Fig. 1: run 1, metal 2
Drawn at 2 px/um. Cells faint in the background.
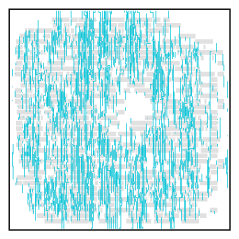
Fig. 2: run 1, metal 3
Drawn at 3 px/um.
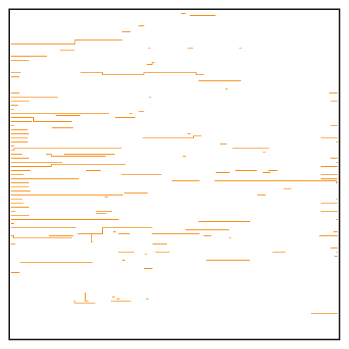
Fig. 3: run 1, met1 routing
Drawn at 3 px/um. Supply wires on this layer in grey.
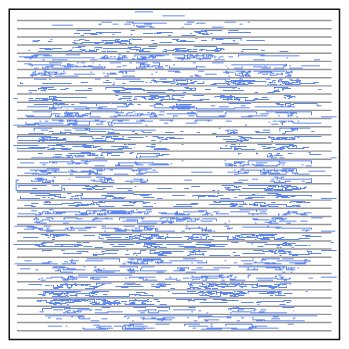
Fig. 4: run 1, cell placement
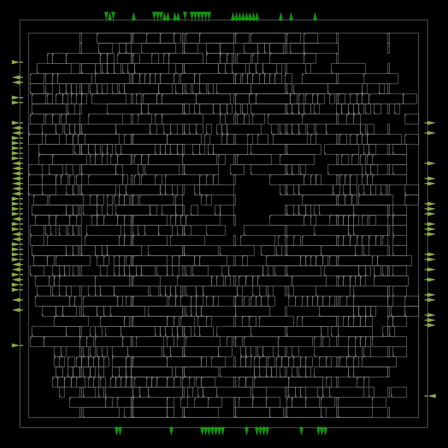
**src/rtl/JtagGlobalPkg.sv**
```systemverilog
// Shared JTAG definitions: TAP state encodings, instruction opcodes, DR
// selection and the legal parameter widths of the target TAP.
package JtagGlobalPkg;

  // Standard 1149.1 state encodings, so tapState reads like a logic analyser trace.
  typedef enum logic [3:0] {
    jtagExit2DrState   = 4'h0,
    jtagExit1DrState   = 4'h1,
    jtagShiftDrState   = 4'h2,
    jtagPauseDrState   = 4'h3,
    jtagIrScanState    = 4'h4,
    jtagUpdateDrState  = 4'h5,
    jtagCaptureDrState = 4'h6,
    jtagDrScanState    = 4'h7,
    jtagExit2IrState   = 4'h8,
    jtagExit1IrState   = 4'h9,
    jtagShiftIrState   = 4'hA,
    jtagPauseIrState   = 4'hB,
    jtagIdleState      = 4'hC,
    jtagUpdateIrState  = 4'hD,
    jtagCaptureIrState = 4'hE,
    jtagResetState     = 4'hF
  } JtagTapStates;

  typedef enum logic [4:0] {
    jtagBypassOpcode       = 5'b00000,
    jtagUserOpcode         = 5'b00001,
    jtagIdcodeOpcode       = 5'b00010,
    jtagBoundaryScanOpcode = 5'b00110
  } JtagInstructionOpcodeEnum;

  typedef enum logic [1:0] {
    drSelBypass,
    drSelUser,
    drSelBsr,
    drSelIdcode
  } JtagDrSelect;

  typedef enum int {
    tvw8  = 8,
    tvw16 = 16,
    tvw24 = 24,
    tvw32 = 32
  } JtagTestVectorWidthEnum;

  typedef enum int {
    iw3 = 3,
    iw4 = 4,
    iw5 = 5
  } JtagInstructionWidthEnum;

  localparam int JTAG_IDCODE_WIDTH = 32;

  function automatic bit legalTestVectorWidth(input int w);
    return (w == tvw8) || (w == tvw16) || (w == tvw24) || (w == tvw32);
  endfunction

  function automatic bit legalInstructionWidth(input int w);
    return (w == iw3) || (w == iw4) || (w == iw5);
  endfunction

endpackage

```
**src/rtl/jtag_tap_fsm.sv**
```systemverilog
// 16-state IEEE 1149.1 TAP controller; exposes the state plus capture/shift/
// update strobes for the IR and DR paths (at most one strobe high at a time).
module jtag_tap_fsm
  import JtagGlobalPkg::*;
(
  input  logic         clk,
  input  logic         reset,
  input  logic         jtagTms,
  output JtagTapStates state,
  output logic         captureIr,
  output logic         shiftIr,
  output logic         updateIr,
  output logic         captureDr,
  output logic         shiftDr,
  output logic         updateDr
);

  JtagTapStates nextState;

  always_ff @(posedge clk or negedge reset) begin
    if (!reset) state <= jtagResetState;
    else        state <= nextState;
  end

  always_comb begin
    nextState = state;
    case (state)
      jtagResetState:     nextState = jtagTms ? jtagResetState    : jtagIdleState;
      jtagIdleState:      nextState = jtagTms ? jtagDrScanState   : jtagIdleState;
      jtagDrScanState:    nextState = jtagTms ? jtagIrScanState   : jtagCaptureDrState;
      jtagCaptureDrState: nextState = jtagTms ? jtagExit1DrState  : jtagShiftDrState;
      jtagShiftDrState:   nextState = jtagTms ? jtagExit1DrState  : jtagShiftDrState;
      jtagExit1DrState:   nextState = jtagTms ? jtagUpdateDrState : jtagPauseDrState;
      jtagPauseDrState:   nextState = jtagTms ? jtagExit2DrState  : jtagPauseDrState;
      jtagExit2DrState:   nextState = jtagTms ? jtagUpdateDrState : jtagShiftDrState;
      jtagUpdateDrState:  nextState = jtagTms ? jtagDrScanState   : jtagIdleState;
      jtagIrScanState:    nextState = jtagTms ? jtagResetState    : jtagCaptureIrState;
      jtagCaptureIrState: nextState = jtagTms ? jtagExit1IrState  : jtagShiftIrState;
      jtagShiftIrState:   nextState = jtagTms ? jtagExit1IrState  : jtagShiftIrState;
      jtagExit1IrState:   nextState = jtagTms ? jtagUpdateIrState : jtagPauseIrState;
      jtagPauseIrState:   nextState = jtagTms ? jtagExit2IrState  : jtagPauseIrState;
      jtagExit2IrState:   nextState = jtagTms ? jtagUpdateIrState : jtagShiftIrState;
      jtagUpdateIrState:  nextState = jtagTms ? jtagDrScanState   : jtagIdleState;
      default:            nextState = jtagResetState;
    endcase
  end

  always_comb begin
    captureIr = (state == jtagCaptureIrState);
    shiftIr   = (state == jtagShiftIrState);
    updateIr  = (state == jtagUpdateIrState);
    captureDr = (state == jtagCaptureDrState);
    shiftDr   = (state == jtagShiftDrState);
    updateDr  = (state == jtagUpdateDrState);
  end

endmodule

```
**src/rtl/jtag_target_tap.sv**
```systemverilog
// Target-side JTAG TAP: IR, bypass/user/boundary-scan DRs and TDO driver.
// Define JTAG_IDCODE_EN to add the 32-bit IDCODE DR and make it the reset instruction.
module jtag_target_tap
  import JtagGlobalPkg::*;
#(
  parameter int          TEST_VECTOR_WIDTH = 32,
  parameter int          INSTRUCTION_WIDTH = 5,
  parameter logic [31:0] IDCODE_VALUE      = 32'h1234_5679
) (
  input  logic                         clk,
  input  logic                         reset,
  input  logic                         jtagTms,
  input  logic                         jtagTdi,
  output logic                         jtagTdo,
  output logic                         jtagTdoEn,
  output logic [3:0]                   tapState,
  output logic [INSTRUCTION_WIDTH-1:0] instruction,
  output logic [TEST_VECTOR_WIDTH-1:0] userRegOut,
  input  logic [TEST_VECTOR_WIDTH-1:0] bsrParallelIn,
  output logic [TEST_VECTOR_WIDTH-1:0] bsrParallelOut
);

  localparam int TVW = TEST_VECTOR_WIDTH;
  localparam int IW  = INSTRUCTION_WIDTH;
  localparam logic [IW-1:0] IR_CAPTURE = IW'(2'b01);
`ifdef JTAG_IDCODE_EN
  localparam logic [IW-1:0] RESET_INSTR = IW'(jtagIdcodeOpcode);
`else
  localparam logic [IW-1:0] RESET_INSTR = IW'(jtagBypassOpcode);
`endif

  if (!legalTestVectorWidth(TEST_VECTOR_WIDTH)) begin : gBadTvw
    $error("jtag_target_tap: TEST_VECTOR_WIDTH must be 8, 16, 24 or 32");
  end
  if (!legalInstructionWidth(INSTRUCTION_WIDTH)) begin : gBadIw
    $error("jtag_target_tap: INSTRUCTION_WIDTH must be 3, 4 or 5");
  end
  if (IDCODE_VALUE[0] != 1'b1) begin : gBadIdcode
    $error("jtag_target_tap: IDCODE_VALUE bit 0 must be 1");
  end

  JtagTapStates state;
  logic captureIr, shiftIr, updateIr, captureDr, shiftDr, updateDr;

  jtag_tap_fsm uFsm (
    .clk      (clk),
    .reset    (reset),
    .jtagTms  (jtagTms),
    .state    (state),
    .captureIr(captureIr),
    .shiftIr  (shiftIr),
    .updateIr (updateIr),
    .captureDr(captureDr),
    .shiftDr  (shiftDr),
    .updateDr (updateDr)
  );

  assign tapState = state;

  logic [IW-1:0]  irShift;
  logic [4:0]     opcode;
  JtagDrSelect    drSel;
  logic           bypassReg;
  logic [TVW-1:0] userShift;
  logic [TVW-1:0] bsrShift;
  logic           selLsb;

  // Narrow IRs are decoded as if zero-extended to the full 5-bit opcode space.
  assign opcode = 5'(instruction);

  always_comb begin
    drSel = drSelBypass;
    case (opcode)
      jtagUserOpcode:         drSel = drSelUser;
      jtagBoundaryScanOpcode: drSel = drSelBsr;
`ifdef JTAG_IDCODE_EN
      jtagIdcodeOpcode:       drSel = drSelIdcode;
`endif
      default:                drSel = drSelBypass;
    endcase
  end

  always_ff @(posedge clk or negedge reset) begin
    if (!reset) begin
      irShift     <= '0;
      instruction <= RESET_INSTR;
    end else begin
      if (captureIr)    irShift <= IR_CAPTURE;
      else if (shiftIr) irShift <= {jtagTdi, irShift[IW-1:1]};
      if (state == jtagResetState) instruction <= RESET_INSTR;
      else if (updateIr)           instruction <= irShift;
    end
  end

  always_ff @(posedge clk or negedge reset) begin
    if (!reset) begin
      bypassReg      <= 1'b0;
      userShift      <= '0;
      bsrShift       <= '0;
      userRegOut     <= '0;
      bsrParallelOut <= '0;
    end else begin
      case (drSel)
        drSelBypass: begin
          if (captureDr)    bypassReg <= 1'b0;
          else if (shiftDr) bypassReg <= jtagTdi;
        end
        drSelUser: begin
          if (captureDr)    userShift <= userRegOut;
          else if (shiftDr) userShift <= {jtagTdi, userShift[TVW-1:1]};
          if (updateDr)     userRegOut <= userShift;
        end
        drSelBsr: begin
          if (captureDr)    bsrShift <= bsrParallelIn;
          else if (shiftDr) bsrShift <= {jtagTdi, bsrShift[TVW-1:1]};
          if (updateDr)     bsrParallelOut <= bsrShift;
        end
        default: ;
      endcase
    end
  end

`ifdef JTAG_IDCODE_EN
  logic [JTAG_IDCODE_WIDTH-1:0] idShift;

  // Read-only register: no update path.
  always_ff @(posedge clk or negedge reset) begin
    if (!reset) idShift <= '0;
    else if (drSel == drSelIdcode) begin
      if (captureDr)    idShift <= IDCODE_VALUE;
      else if (shiftDr) idShift <= {jtagTdi, idShift[JTAG_IDCODE_WIDTH-1:1]};
    end
  end
`endif

  always_comb begin
    selLsb = 1'b0;
    if (shiftIr) selLsb = irShift[0];
    else begin
      case (drSel)
        drSelBypass: selLsb = bypassReg;
        drSelUser:   selLsb = userShift[0];
        drSelBsr:    selLsb = bsrShift[0];
`ifdef JTAG_IDCODE_EN
        drSelIdcode: selLsb = idShift[0];
`endif
        default:     selLsb = 1'b0;
      endcase
    end
  end

  // TDO changes on the falling edge so the initiator samples a settled bit on the next rise.
  always_ff @(negedge clk or negedge reset) begin
    if (!reset) begin
      jtagTdo   <= 1'b0;
      jtagTdoEn <= 1'b0;
    end else if (shiftIr || shiftDr) begin
      jtagTdo   <= selLsb;
      jtagTdoEn <= 1'b1;
    end else begin
      jtagTdo   <= 1'b0;
      jtagTdoEn <= 1'b0;
    end
  end

endmodule

```
**config.mk**
```make
export PLATFORM = sky130hd
export DESIGN_NAME = jtag_target_tap
export DESIGN_NICKNAME = d
export VERILOG_FILES = /design/src/rtl/JtagGlobalPkg.sv /design/src/rtl/jtag_tap_fsm.sv /design/src/rtl/jtag_target_tap.sv
export SDC_FILE = /design/constraint.sdc
export NUM_CORES = 1
export LEC_CHECK = 0
export ABC_AREA = 1
export CAP_MARGIN = 20
export CORE_MARGIN = 2
export CORE_UTILIZATION = 57
export DETAILED_ROUTE_END_ITERATION = 6
export PLACE_DENSITY = 0.86
export SYNTH_ARGS = -nofsm -noshare
export SYNTH_HDL_FRONTEND = slang
export SYNTH_SLANG_ARGS = --single-unit
```
**constraint.sdc**
```tcl
create_clock -name clk -period 3.6 [get_ports clk]
set_input_delay 0.9 -clock clk [delete_from_list [all_inputs] [get_ports clk]]
set_output_delay 0.9 -clock clk [all_outputs]
set_load 0.005 [all_outputs]
```
==> CHANGELOG.md, run 1 <==
## Implementation

- Status: finished, violations left
- Violated checks: negative setup slack
- Gr ovfl total: 0
- Antenna violations before repair: 0
- Leak: approximately 3.7 nW
- Switching Fraction: about 32%
- H-tree Lvls: 4
- Tot GR Track Use: between 20% and 30%
- Clk sink count: 145
- Reg area: 3630 um^2
- Final hold viol count: 0
- Global-route wire length before repair: 23400 um
- Worst min-delay path class: reg -> reg
- Synth Instances: approximately 730
- CP delay by family, top: flip-flops
- Syn avg cell area: just under 9 um^2
- RSZ-0062 raised after global routing: yes
- Pre-Place Util: 58.6%
- Global placement routability congestion: 0.884
- Worst path required time: between 2 and 3 ns
- Max IR drop VDD: ~0.00044 V
- CTS Buf Count: 17
- Synth area leader: dfrtp_1
- Sw power: between 0.0015 and 0.002 W
- Cell row count: 38
- Average vias per placed instance: about 5.3
- DRT antenna net count: 0
- Pwr/cell area: between 700 and 800 nW/um^2
- Number of remaining DRC errors: 0
- Root Driver: clkbuf_8
- TNS Setup: -0.0594 ns
- Die area: about 12000 um^2
- Clock buffers and inverters, area share: under 10%
- Share of post-route cells with drive strength above 1: 6.67%
- Flip-flop and latch count after synthesis: 145
- Final Setup Violations: 2
- Clock network fraction of design power: 29.4%
- Max-cap viol count: 0
- Setup WS post-layout: -0.0346 ns
- TritonCTS clock tree: yes
- CP startpoint kind: flip-flop
- # IOs: 111
- CTS max path bufs: 2
- Routed vias: ~5200
- Combinational share of cell area: a little over a quarter
- Dominant comb cell: simple AND/OR/NAND/NOR gates
- Non-clock buffers: roughly 120
- Post-synth seq share: between 50 and 60%
- 1st-iter DRT viols: 418
- Buf/Inv on CP: 1
- Internal: roughly 0.0040 W
- Clk ins delay skew pair: approximately 0.52 ns
- Sequential power share: a little over two fifths
- Nets@finish: 863
- Yosys adder share: 0%
- Critical path class: reg -> out
- Worst-Margin Slew: around 0.90 ns
- DP Cell Count: approximately 950
- Vias in the first global route: 5097
- Fin cells: 980
- Tool warnings: 29
- Basic Gates by Area: about 17%
- AO/OA Area Share: 16.8%
- Final Skew: around 0.073 ns
- Top cells by area: dfrtp_1, a21oi_1, nor2_1
## Picture notes: Fig. 1
nets with wire on the layer: 728
share of all routed wire: 50%
wire length on this layer: 7200 um

## Picture notes: Fig. 2
nets with wire on the layer: 100
longest straight run: 40.5 um
wire length on this layer: 974 um

## Picture notes: Fig. 3
share of all routed wire: 40%
main direction: horizontal
longest straight run: 29.4 um

## Picture notes: Fig. 4
Filler Cells Inserted: 772
Tapcells: 140
flop count: 145
sequential share of cell area: 45.3%

-- run 1: worst paths after layout --
| kind | from | to | cells past startpoint |
|---|---|---|---|
| worst max-delay path | jtagTdo | jtagTdo | 1 |
| worst min-delay path | bypassReg | bypassReg | 2 |
| worst max register to register | uFsm.state[0] | jtagTdo | 5 |
| worst min register to register | bypassReg | bypassReg | 2 |
| max in group asynchronous | reset | bsrShift[7] | 3 |
| min in group asynchronous | reset | irShift[1] | 2 |
-- run 1: what timing repair did --
| item | 4_1_cts | 5_1_grt |
|---|---|---|
| hold buffers | 0 | 0 |
| setup endpoints to repair | 2 | 2 |
| resized | 8 | 0 |
-- run 1: power by group through the flow --
| stage | Clock (W) | Combinational [W] | Sequential, W |
|---|---|---|---|
| 3_5_place_dp | 0 | 0.00166 | 0.00248 |
| 2_1_floorplan | 0 | 0.000959 | 0.00239 |
| 5_1_grt | 0.00183 | 0.00188 | 0.00253 |
| 4_1_cts | 0.00176 | 0.00169 | 0.00247 |
| 3_3_place_gp | 0 | 0.00159 | 0.00246 |
| 6_report | 0.00173 | 0.00169 | 0.00247 |
-- run 1: layout by cell type (no fill, tap or decap) --
cell type / n
buf_4: 4
dfrtp_1: 139
nand3_1: 11
dfstp_2: 4
nand3_2: 2
inv_6: 2
nor3_1: 4
clkinvlp_4: 3
o22ai_1: 3
nand3b_1: 1
nor2_8: 4
o2111ai_1: 1
nand3_4: 1
buf_6: 1
inv_1: 79
buf_12: 1
nand2_4: 2
clkbuf_16: 16
a21oi_1: 134
clkbuf_8: 1
clkdlybuf4s50_1: 107
nand2_1: 89
o21ai_1: 4
dfrtn_1: 2
bufinv_16: 3
clkinv_2: 5
nor2_1: 138
nor2_4: 2
o22a_1: 1
nand4_1: 2
clkinv_4: 1
inv_2: 2
clkbuf_1: 1
buf_2: 2
o21ai_0: 68
-- run 1: metrics by stage --
step	power, W	utilization, %	hold slack, ns
final	0.00590	73.9	0.490
after global routing	0.00624	73.9	0.525
after CTS	0.00591	73.7	0.496
after detailed placement	0.00415	68.5	0.481
after global placement	0.00405	68.5	0.475
after floorplan	0.00335	-	0.453
-- run 1: per-layer routing --
metal | wire length [um] | track usage [%] | up-vias
met5 | 0 | 0 | -
met4 | 417 | 10.8 | 0
met3 | 973 | 8.36 | 38
met2 | 7200 | 41.5 | 162
met1 | 5840 | 30.7 | 2467
li1 | - | - | 2540
-- run 1: cell usage after synthesis --
master     instances
a21oi_1          134
buf_2             21
buf_4              4
buf_6              6
clkbuf_1           8
clkbuf_2           2
dfrtn_1            2
dfrtp_1          139
dfstp_2            4
inv_1             79
inv_2              2
nand2_1           89
nand2_4            2
nand3_1           11
nand3_2            2
nand3_4            1
nand3b_1           1
nand4_1            2
nor2_1           138
nor2_4             2
nor2_8             4
nor3_1             4
o2111ai_1          1
o21ai_0           68
o21ai_1            4
o22a_1             1
o22ai_1            3
-- run 1: registers in the layout (all words and copies together) (netlist names) --
signal / flops
jtagTdoEn: 1
bypassReg: 1
bsrShift: 32
irShift: 5
uFsm.state: 4
bsrParallelOut: 32
instruction: 5
userShift: 32
jtagTdo: 1
userRegOut: 32
Fig. 5: run 1, metal 4
Drawn at 3 px/um. Supply wires on this layer in grey.
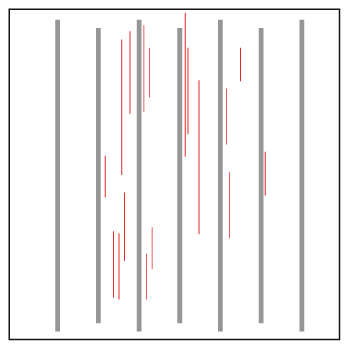

==> run 2: changes to the inputs <==
CELL_PAD_IN_SITES_DETAIL_PLACEMENT = 0   (was not set)
CELL_PAD_IN_SITES_GLOBAL_PLACEMENT = 1   (was not set)
CORE_UTILIZATION = 43   (was 57)
PLACE_DENSITY = 0.87   (was 0.86)
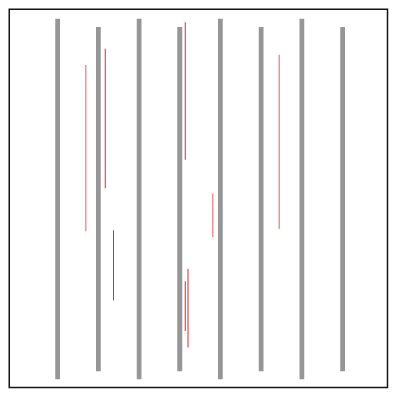
Fig. 6. Metal 4 (run 2).
Drawn at 3 px/um. Supply wires on this layer in grey.
longest straight run: 57.8 um
wire length on this layer: 284 um
main direction: vertical
nets with wire on the layer: 5
share of all routed wire: 2.1%

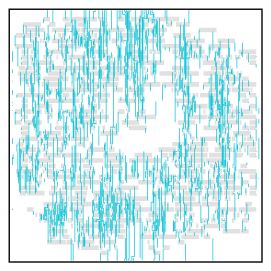
Fig. 7. Metal 2 (run 2).
Drawn at 2 px/um. Cells faint in the background.
share of all routed wire: 47%
main direction: vertical

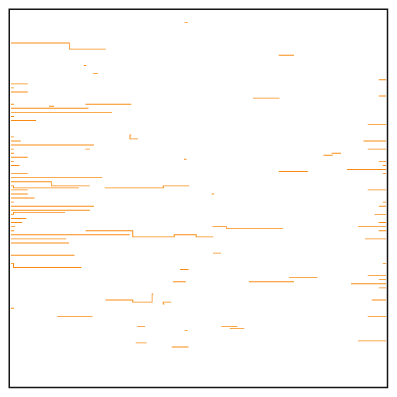
Fig. 8. Metal 3 (run 2).
Drawn at 3 px/um.
GRT met3 Usage: 5.82%
routed vias: 5002
final wirelength: 13800 um

==> CHANGELOG.md, run 2 <==
## Implementation

- Setup WS post-layout: 0.00802 ns (+0.0427 ns)
- Worst-Margin Slew: 0.912 ns (+0.0152 ns)
- Reg area: 3630 um^2 (unchanged)
- Asr flop ratio synth: 100% (unchanged)
- Max IR drop VDD: 0.000319 V (-28%)
- Top cells by count, synth: dfrtp_1, nor2_1, a21oi_1, nand2_1, inv_1
- Hold buffer count at CTS: 0 (unchanged)
- Clk sink count: 145 (unchanged)
- Worst path required time: 2.70 ns (about the same)
- Die area: 15800 um^2 (+31%)
- Clk ins delay skew pair: 0.43 ns (-0.09 ns)
- Final Setup Violations: 0 (-2)
- Pwr/cell area: 741 nW/um^2 (+0.68%)
- Average vias per placed instance: 4.88 (-8.1%)
- Antenna violations before repair: 0 (unchanged)
- Gr ovfl total: 0 (unchanged)
- Filler Cells Inserted: 1289 (+67%)
- Met2 GRT Util: 28.6% (-13 points)
- Top cells by area: dfrtp_1, a21oi_1, nor2_1
- CP startpoint kind: flip-flop
- DP Cell Count: 991 (+4.6%)
- Critical path class: reg -> out
- Root Driver: clkbuf_16
- Leak: 3.70 nW (+0.63%)
- Number of enable flip-flop cells: 0 (unchanged)
- TNS Setup: 0 ns (+0.0594 ns)
- TritonCTS clock tree: yes
- Worst setup path endpoint: jtagTdoEn
- Number of remaining DRC errors: 0 (unchanged)
- Most numerous logic cells after layout: dfrtp_1, nor2_1, a21oi_1, clkdlybuf4s50_1, nand2_1
- Commonest Layout Cell: dfrtp_1
- Flip-flop and latch count after synthesis: 145 (unchanged)
- DRT antenna net count: 0 (unchanged)
- Synth Instances: 734 (unchanged)
- Syn avg cell area: 8.66 um^2 (unchanged)
- Worst setup startpoint: jtagTdoEn
- GRT met1 Usage: 24.1% (-6.6 points)
- Nets@finish: 863 (unchanged)
- Max-cap viol count: 0 (unchanged)
- R2R cell count: 5 (unchanged)
- Buf/Inv on CP: 1 (unchanged)
- Share of post-route cells with drive strength above 1: 6.79% (+0.12 points)
- Reg2reg start: uFsm.state[0]
- Worst min-delay path class: in -> async
- GR peak layer: met2
- Top FF cell, synth: dfrtp_1
- Global-route wire length before repair: 23500 um (+0.53%)
- CP Depth: 1 (unchanged)
- Status: finished, final reports clean
- Fin util: 56.2% (-18 points)
- Post-synth seq share: 57.2% (unchanged)
- CTS Buf Count: 17 (unchanged)
==> run 2: worst min path at each step <==
stage / startpoint / slack [ns] / end / cells after the start
2_1_floorplan: bypassReg / 0.45 / bypassReg / 2
3_3_place_gp: bypassReg / 0.47 / bypassReg / 2
3_5_place_dp: bypassReg / 0.49 / bypassReg / 2
4_1_cts: reset / 0.27 / irShift[2] / 1
5_1_grt: reset / 0.28 / irShift[2] / 1
6_report: reset / 0.28 / irShift[3] / 1
==> run 2: final cells by class <==
cell class                      instances  share of cell area, %
Clock buffer                           20                   5.74
Clock inverter                         12                   2.23
Multi-Input combinational cell        467                   26.8
Tap cell                              184                   2.83
Sequential cell                       145                   44.7
Timing Repair Buffer                  115                   14.0
Inverter                               81                   3.74
==> run 2: cell families (layout without fill, tap and decap cells) <==
kind of cell	after synthesis	after routing	share of synthesized area (%)
simple gates	256	256	17.5
compound gates	211	211	16.8
flops	145	145	57.2
buf+inv	122	228	8.60
==> run 2: power breakdown <==
group          total, W  internal (W)  switching [W]
registers       0.00246       0.00211       0.000357
logic           0.00165      0.000821       0.000830
clock network   0.00191       0.00122       0.000696
total           0.00603       0.00414        0.00188
==> run 2: per-stage QoR <==
stage,power (W),hold WS [ns]
final,0.00603,0.282
after global routing,0.00641,0.280
after CTS,0.00607,0.271
after detailed placement,0.00413,0.487
after global placement,0.00408,0.474
after floorplan,0.00335,0.453
==> run 2: worst reg2reg max path, cell delays in order, from the launching register on <==
cell,delay [ns]
dfstp_2,0.68
nor2_8,0.10
nand3_1,0.20
nand3_1,0.11
nor2_1,0.12
nor2_1,0.05
==> run 2: metal layers <==
layer	up-vias	share of wire, %
met3	21	5.9
met5	-	0
met1	2330	45
li1	2539	-
met4	0	2.1
met2	112	47
==> run 2: repair_timing <==
action                                  4_1_cts  5_1_grt
resized                                       8        0
hold endpoints to repair                      0        0
endpoints found under the setup margin        2        1
Fig. 9: run 2, cell placement
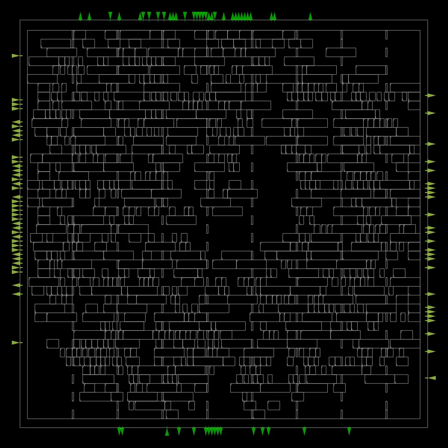

==> run 3: changes to the inputs <==
CORE_UTILIZATION = 40   (was 43)
PLACE_DENSITY = 0.81   (was 0.87)
SYNTH_HIERARCHICAL = 1   (was not set)
clock period = 4 ns   (was 3.6 ns; I/O delays follow)
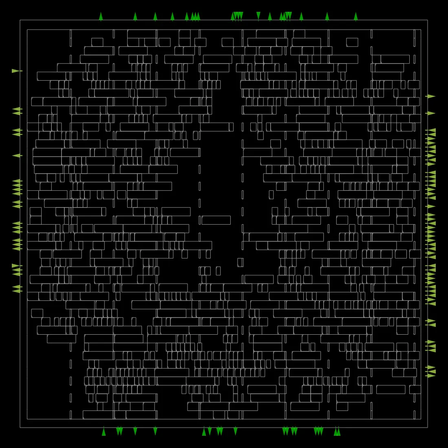
Fig. 10. Cell placement (run 3).
fin util: 52.7%
Tapcells: 216
core area: 15800 um^2
cell row count: 46

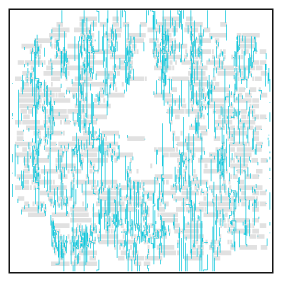
Fig. 11. Metal 2 (run 3).
Drawn at 2 px/um. Cells faint in the background.
longest straight run: 42.8 um
wire length on this layer: 5920 um
nets with wire on the layer: 686
share of all routed wire: 43%

==> CHANGELOG.md, run 3 <==
## Implementation

- Buf/Inv on CP: 1 (unchanged)
- Gr ovfl total: 0 (unchanged)
- Fin cells: ~1100
- Clk ins delay skew pair: 0.42 ns (about the same)
- CTS Buf Count: 17 (unchanged)
- Hpwl dp: around 8900 um
- Rel. slew slack: 41.5%
- Number of remaining DRC errors: 0 (unchanged)
- Global-route wire length before repair: 23500 um (-0.18%)
- TritonCTS clock tree: yes
- DRT antenna net count: 0 (unchanged)
- Tot GR Track Use: between 10% and 20%
- Worst R2R Setup Slack: about 0.4 ns
- Routed vias: 5095 (+1.9%)
- Average vias per placed instance: 4.72 (-3.3%)
- Asr flop ratio synth: 100% (unchanged)
- Gate Area: 2300 um^2
- Max-cap viol count: 0 (unchanged)
- # diodes: 0
- Clk sink count: 145 (unchanged)
- Filler Cells Inserted: 1432 (+11%)
- Max IR drop VDD: 0.000306 V (-3.9%)
- Worst-Margin Slew: 0.877 ns (-0.0354 ns)
- Top cell type's share of synthesized area: a little over half
- Most numerous logic cells after layout: nand2_1, dfrtp_1, clkdlybuf4s50_1, inv_1, o21ai_0
- Die y size: 131 um
- 1st-iter DRT viols: 299
- Top cells by count, synth: nand2_1, dfrtp_1, inv_1, o21ai_0, o21a_1
- Synth Instances: 751 (+2.3%)
- Worst min-delay path class: in -> async
- CTS max path bufs: 2
- Antenna violations before repair: 0 (unchanged)
- Final hold viol count: 0
- Unique cell types: 22
- Reg2reg start: uFsm/state[1]
- Nets@finish: 886 (+2.7%)
- Clock transition at path regs: approximately 0.060 ns
- Root Driver: clkbuf_16
- Top FF cell, synth: dfrtp_1
- Tool warnings: 28
- Cell Area, Synth: between 6000 and 7000 um^2
- Largest net degree at the start of global routing: around 130
- Top cells by area: dfrtp_1, nand2_1, o21a_1
- Commonest Layout Cell: nand2_1
- Final wirelength: 13800 um (-0.41%)
- Slowest stage delay, CP: roughly 0.38 ns
- Number of enable flip-flop cells: 0 (unchanged)
- DR WL/cell: about 13 um
- CP startpoint kind: flip-flop
- Flip-flop and latch count after synthesis: 145 (unchanged)
- Reg area: 3630 um^2 (unchanged)
- Critical path class: reg -> out
- Post-CTS setup buffers: 0
- Detailed Routing Iterations Pass 1: 4
- Final Skew: 0.0228 ns
- R2R cell count: 7 (+2)
- Pre-Place Util: around two fifths
- Final Setup Violations: 0 (unchanged)
- Share of post-route cells with drive strength above 1: 7.53% (+0.75 points)
- Post-synth seq share: 56.4% (-0.79 points)
- Die Span X: between 100 and 150 um
- Syn avg cell area: 8.58 um^2 (-0.90%)
- Pwr/cell area: 582 nW/um^2 (-21%)
- Syn nets: around 800
- TNS Setup: 0 ns (unchanged)
- Synth area leader: dfrtp_1
- DP Cell Count: 1046 (+5.5%)
- Worst Path Max Fanout: 1
- Worst path required time: 3.00 ns (+0.30 ns)
- Leak: 3.64 nW (-1.8%)
- Die area: 17100 um^2 (+8.7%)
- RSZ-0062 raised after global routing: no
- Status: finished, final reports clean
- Worst r2r dst: jtagTdo
- Global placement routability congestion: between 0.7 and 0.8
- Most common cell in the synthesized netlist: nand2_1
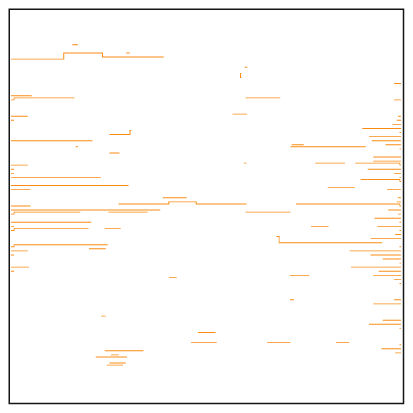
Fig. 12. Metal 3 (run 3).
Drawn at 3 px/um.
share of all routed wire: 6.8%
wire length on this layer: 940 um
nets with wire on the layer: 88

[run 3: cell count changes in the layout (fill, tap and decap cells not counted), moves of 5 or more]
| cell | previous run | this run |
|---|---|---|
| nand2_1 | 89 | 230 |
| buf_4 | 4 | 9 |
| o21ai_1 | 4 | 59 |
| a21oi_1 | 134 | 5 |
| o21a_1 | 0 | 62 |
| o21ai_0 | 68 | 80 |
| nor2_1 | 138 | 20 |
| clkinv_2 | 1 | 7 |
[run 3: power by group]
part	internal, W	switching [W]	leakage [nW]
Sequential	0.00178	0.000218	1.81
Clock	0.00104	0.000588	0.312
Combinational	0.000653	0.000568	1.51
[run 3: what timing repair did]
item                                    4_1_cts  5_1_grt
gates resized                                 4        2
endpoints found under the setup margin        2        2
hold buffers                                  0        0
[run 3: worst register-to-register path, delay by kind of cell, from the launching register on]
family	cells	cell delay [ns]
flip-flops	1	0.57
AND-OR/OR-AND	1	0.16
AND/OR/NAND/NOR	3	0.42
buffers and inverters	3	0.28
[run 3: worst max-delay path by stage]
stage                       start        end  slack (ns)  depth (start not counted)
floorplan           uFsm/state[1]    jtagTdo        0.31                          7
global placement        jtagTdoEn  jtagTdoEn        0.14                          1
detailed placement        jtagTdo    jtagTdo        0.13                          1
CTS                       jtagTdo    jtagTdo       0.003                          1
global route              jtagTdo    jtagTdo        0.06                          1
finish                    jtagTdo    jtagTdo        0.12                          1
[run 3: final cells by class]
| class | instances | area share [%] |
|---|---|---|
| Clock buffer | 21 | 5.76 |
| Clock inverter | 11 | 1.61 |
| Inverter | 88 | 3.96 |
| Multi-Input combinational cell | 478 | 27.6 |
| Sequential cell | 145 | 43.6 |
| Tap cell | 216 | 3.24 |
| Timing Repair Buffer | 120 | 14.2 |
[run 3: kinds of logic (layout without fill, tap and decap cells)]
family | Yosys count | count (layout) | share of synthesized area [%]
AND/OR/NAND/NOR | 269 | 269 | 16.5
AND-OR/OR-AND | 209 | 209 | 19.0
flip-flops | 145 | 145 | 56.4
buffers and inverters | 128 | 240 | 8.09
[run 3: layer usage]
| layer | vias to the layer above | track usage, % | wire length [um] |
|---|---|---|---|
| met5 | - | 0 | 0 |
| met4 | 0 | 7.26 | 238 |
| met3 | 20 | 5.01 | 940 |
| met2 | 128 | 26.7 | 5920 |
| met1 | 2357 | 23.2 | 6670 |
| li1 | 2590 | - | - |
[run 3: stage by stage]
step           cell area [um^2]  total power, W  utilization, %  hold WS [ns]  worst slack [ns]
5_1_grt                    8330         0.00517            52.7         0.401            0.0642
3_5_place_dp               7700         0.00325            48.7         0.474             0.133
3_3_place_gp               7700         0.00322            48.7         0.467             0.141
4_1_cts                    8320         0.00491            52.5         0.392           0.00286
2_1_floorplan              6450         0.00260               -         0.453             0.313
6_report                   8330         0.00485            52.7         0.408             0.121
No activity file was given, so power comes from the tool's default toggle rates.
